==> src/rtl/dmem_arb_pkg.sv <==
// Shared types and widths for the data-memory arbiter between the CPU and the debug port.
package dmem_arb_pkg;

  localparam int unsigned DMEM_ADDR_W  = 8;
  localparam int unsigned DMEM_DATA_W  = 16;
  localparam int unsigned STARVE_CNT_W = 4;

  typedef enum logic [1:0] {
    PRI_CPU  = 2'd0,
    PRI_DBG  = 2'd1,
    DBG_LOCK = 2'd2
  } arb_state_t;

  function automatic string arb_state_to_string(input arb_state_t s);
    case (s)
      PRI_CPU:  return "PRI_CPU";
      PRI_DBG:  return "PRI_DBG";
      DBG_LOCK: return "DBG_LOCK";
      default:  return "UNKNOWN";
    endcase
  endfunction

endpackage

==> src/rtl/arb_starve_counter.sv <==
// Saturating count of consecutive denied debug-request cycles.
module arb_starve_counter
  import dmem_arb_pkg::*;
#(
  parameter int unsigned CNT_W = STARVE_CNT_W
) (
  input  logic             Clk,
  input  logic             ResetN,
  input  logic             inc,
  input  logic             clr,
  input  logic [CNT_W-1:0] limit,
  output logic             at_limit
);

  logic [CNT_W-1:0] cnt_q;
  logic [CNT_W-1:0] cnt_d;

  always_comb begin
    cnt_d = cnt_q;
    if (clr) begin
      cnt_d = '0;
    end else if (inc && (cnt_q < limit)) begin
      cnt_d = cnt_q + CNT_W'(1);
    end
  end

  always_ff @(posedge Clk) begin
    if (!ResetN) begin
      cnt_q <= '0;
    end else begin
      cnt_q <= cnt_d;
    end
  end

  // Looks at the post-update value so priority flips on the edge the limit is reached.
  assign at_limit = (cnt_d == limit);

endmodule

==> src/rtl/dmem_arbiter.sv <==
// Single-port data-memory arbiter: CPU vs debug port, starvation bound and locked debug bursts.
module dmem_arbiter
  import dmem_arb_pkg::*;
#(
  parameter int unsigned ADDR_W       = DMEM_ADDR_W,
  parameter int unsigned DATA_W       = DMEM_DATA_W,
  parameter int unsigned STARVE_LIMIT = 4
) (
  input  logic              Clk,
  input  logic              ResetN,
  input  logic              cpu_req,
  input  logic              cpu_wr,
  input  logic [ADDR_W-1:0] cpu_addr,
  input  logic [DATA_W-1:0] cpu_wdata,
  output logic              cpu_gnt,
  output logic              cpu_stall,
  output logic              cpu_rvalid,
  input  logic              dbg_req,
  input  logic              dbg_wr,
  input  logic [ADDR_W-1:0] dbg_addr,
  input  logic [DATA_W-1:0] dbg_wdata,
  input  logic              dbg_lock,
  output logic              dbg_gnt,
  output logic              dbg_rvalid,
  output logic [DATA_W-1:0] rdata,
  output logic [ADDR_W-1:0] mem_addr,
  output logic [DATA_W-1:0] mem_wdata,
  output logic              mem_wr,
  input  logic [DATA_W-1:0] mem_rdata
);

  localparam int unsigned CNT_W = STARVE_CNT_W;

  arb_state_t state_q;
  arb_state_t state_d;
  logic       at_limit;
  logic       starve_inc;
  logic       starve_clr;

  always_ff @(posedge Clk) begin
    if (!ResetN) begin
      state_q <= PRI_CPU;
    end else begin
      state_q <= state_d;
    end
  end

  // Lock entry takes precedence over every other transition.
  always_comb begin
    state_d = state_q;
    if (dbg_gnt && dbg_lock) begin
      state_d = DBG_LOCK;
    end else begin
      case (state_q)
        PRI_CPU:  if (at_limit) state_d = PRI_DBG;
        PRI_DBG:  if (dbg_gnt) state_d = PRI_CPU;
        DBG_LOCK: if (!dbg_lock) state_d = PRI_CPU;
        default:  state_d = PRI_CPU;
      endcase
    end
  end

  // Grants are combinational and suppressed while reset is held.
  always_comb begin
    cpu_gnt = 1'b0;
    dbg_gnt = 1'b0;
    if (ResetN) begin
      case (state_q)
        PRI_CPU: begin
          cpu_gnt = cpu_req;
          dbg_gnt = dbg_req & ~cpu_req;
        end
        PRI_DBG: begin
          dbg_gnt = dbg_req;
          cpu_gnt = cpu_req & ~dbg_req;
        end
        DBG_LOCK: begin
          dbg_gnt = dbg_req;
        end
        default: begin
        end
      endcase
    end
  end

  assign cpu_stall = cpu_req & ~cpu_gnt;

  assign starve_inc = dbg_req & ~dbg_gnt;
  assign starve_clr = dbg_gnt | ~dbg_req;

  arb_starve_counter #(
    .CNT_W (CNT_W)
  ) u_starve (
    .Clk      (Clk),
    .ResetN   (ResetN),
    .inc      (starve_inc),
    .clr      (starve_clr),
    .limit    (CNT_W'(STARVE_LIMIT)),
    .at_limit (at_limit)
  );

  always_comb begin
    mem_addr  = '0;
    mem_wdata = '0;
    mem_wr    = 1'b0;
    if (cpu_gnt) begin
      mem_addr  = cpu_addr;
      mem_wdata = cpu_wdata;
      mem_wr    = cpu_wr;
    end else if (dbg_gnt) begin
      mem_addr  = dbg_addr;
      mem_wdata = dbg_wdata;
      mem_wr    = dbg_wr;
    end
  end

  // RAM answers one cycle after the address, so the owner tag is delayed to match.
  always_ff @(posedge Clk) begin
    if (!ResetN) begin
      cpu_rvalid <= 1'b0;
      dbg_rvalid <= 1'b0;
    end else begin
      cpu_rvalid <= cpu_gnt & ~cpu_wr;
      dbg_rvalid <= dbg_gnt & ~dbg_wr;
    end
  end

  assign rdata = mem_rdata;

endmodule

==> config.mk <==
export PLATFORM = sky130hd
export DESIGN_NAME = dmem_arbiter
export DESIGN_NICKNAME = d
export VERILOG_FILES = /design/src/rtl/dmem_arb_pkg.sv /design/src/rtl/arb_starve_counter.sv /design/src/rtl/dmem_arbiter.sv
export SDC_FILE = /design/constraint.sdc
export NUM_CORES = 1
export LEC_CHECK = 0
export CORE_UTILIZATION = 25
export CTS_CLUSTER_DIAMETER = 60
export DETAILED_ROUTE_END_ITERATION = 8
export PLACE_DENSITY = 0.86
export RECOVER_POWER = 100
export SLEW_MARGIN = 10
export SYNTH_ARGS = -nofsm -noshare
export SYNTH_HDL_FRONTEND = slang
export SYNTH_SLANG_ARGS = --single-unit
==> constraint.sdc <==
create_clock -name Clk -period 2.3 [get_ports Clk]
set_input_delay 0.575 -clock Clk [delete_from_list [all_inputs] [get_ports Clk]]
set_output_delay 0.575 -clock Clk [all_outputs]
set_load 0.01 [all_outputs]
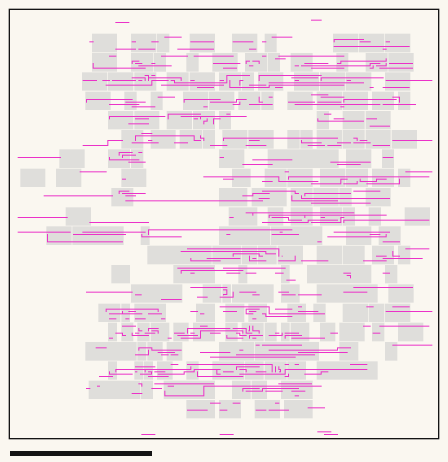
*Metal 1*
Scale bar: 20 um.
longest straight run: 20.2 um
share of all routed wire: 38%
main direction: horizontal
wire length on this layer: 1310 um
nets with wire on the layer: 212
met1 Use GR: 20.8%
total length of routed wires: 3420 um
total via count in the routed design: 1071

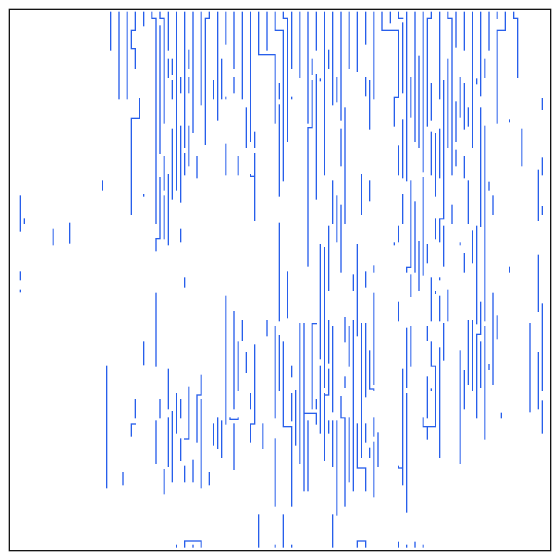
*Signal wires on met2*
share of all routed wire: 50%
longest straight run: 23.0 um
wire length on this layer: 1690 um
met2 track demand over resource: 30.5%

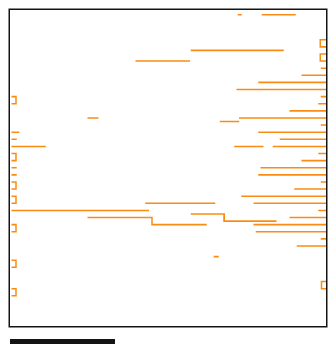
*M3 wires*
Scale bar: 20 um.
main direction: horizontal
nets with wire on the layer: 50
global-route met3 utilization: 8.10%

==> results.txt <==
Status on the layout run. The flow ran to the end, and the final reports show no timing, DRC or antenna violations. Multi-input gate area in the final layout landed at just under 600 um2. The synthesis run shows the most used standard cells to be a22o_1, buf_4, dfxtp_1.

Share of the cycle needed by the critical path after routing landed at 99.7%. The final hold violation count recorded for this run is 0. Compound-gate portion of the synthesized area landed at 38.4%. The routed design could run at a clock period as short as 2.29 ns.

The type recorded for the worst min-delay path is reg -> reg. STA classifies the critical path endpoint as an output port. The finished layout reports a core utilization of between 50% and 60%.

Area fraction in full adders, half adders and majority gates landed at between 7 and 8%. The die covers 0.00365 mm2. Total combinational power landed at 0.716 mW. Die span in x landed at 60.4 um. Walking the worst path, the cells encountered are buf_6 > ha_4 > nand2b_4 > a21oi_4 > nor2_4 > buf_12 > a22o_1 > buf_2. By area, the combinational part of the netlist is dominated by AND-OR/OR-AND gates. The floorplan has 20 rows. Number of synthesized flops with an enable pin landed at 0.

Headroom to the max-slew limit landed at 80.3%. The worst setup path is launched from a flop. Ranking logic cells in the layout by count gives the top entries clkdlybuf4s50_1, a22o_1, buf_2.

Wire segments on met3 add up to 361 um in the final route. Per report_power, the combinational group accounts for between 70% and 80% of the total. Sequential cells make up 9.87% of the cell area. The post-route report lists met1 wire length as 1310 um. Per the placement log, port buffering inserted 84 buffers. Entering global routing, the biggest net connects 15 pins.

Summed over all nets, the half-perimeter wirelength after detailed placement is 2480 um. Boundary pin count landed at 117. Based on the critical path, the design can be clocked at up to around 0.44 GHz.

The number of global-route vias before repair was 1089. Portion of the post-synthesis area used by sequential elements landed at 18.8%. According to the timing report, the critical path is captured at mem_wdata[5]. Each instance of the synthesized netlist takes up on average about 8.6 um2. In this run the top signal layer used is met4. Number of tap instances landed at 44. The largest cell class by area is non-clock buffers. Switching part of the total landed at 38.1%. The clock passes through at most 2 buffers.

Final hold slack landed at 0.495 ns. Looking at area per cell type in the netlist, the leader is a22o_1. From the final report, the count of setup violators was given as 0. Power of the sequential group landed at 0.184 mW.
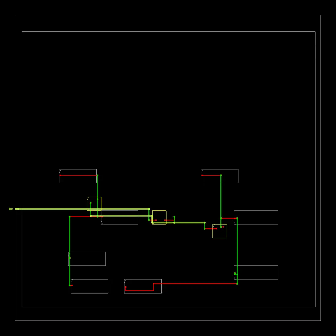
*Clock routing*
number of buffers inserted during clock tree synthesis: 3
clock buffer instance count of the final layout: 3
P_clk: 0.112 mW

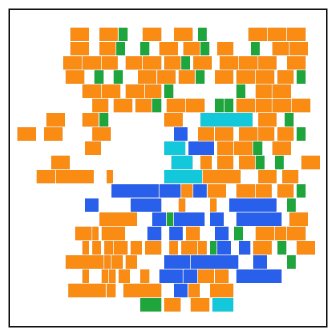
*Sizing map*
| size | color | cells | share | most used |
|---|---|---|---|---|
| _2 cells | green | 30 | 17% | buf_2 |
| _6 and larger | cyan | 5 | 2.8% | buf_6 |
| _0 and _1 cells | orange | 120 | 67% | clkdlybuf4s50_1 |
| _3 and _4 cells | blue | 24 | 13% | buf_4 |
non-clock buffer total of the final layout: 98
finished layout cell area: 0.00170 mm2
relative area change from synthesis to final layout: 99.0%
fin worst setup slack: 0.00631 ns

No activity file was given, so power comes from the tool's default toggle rates.
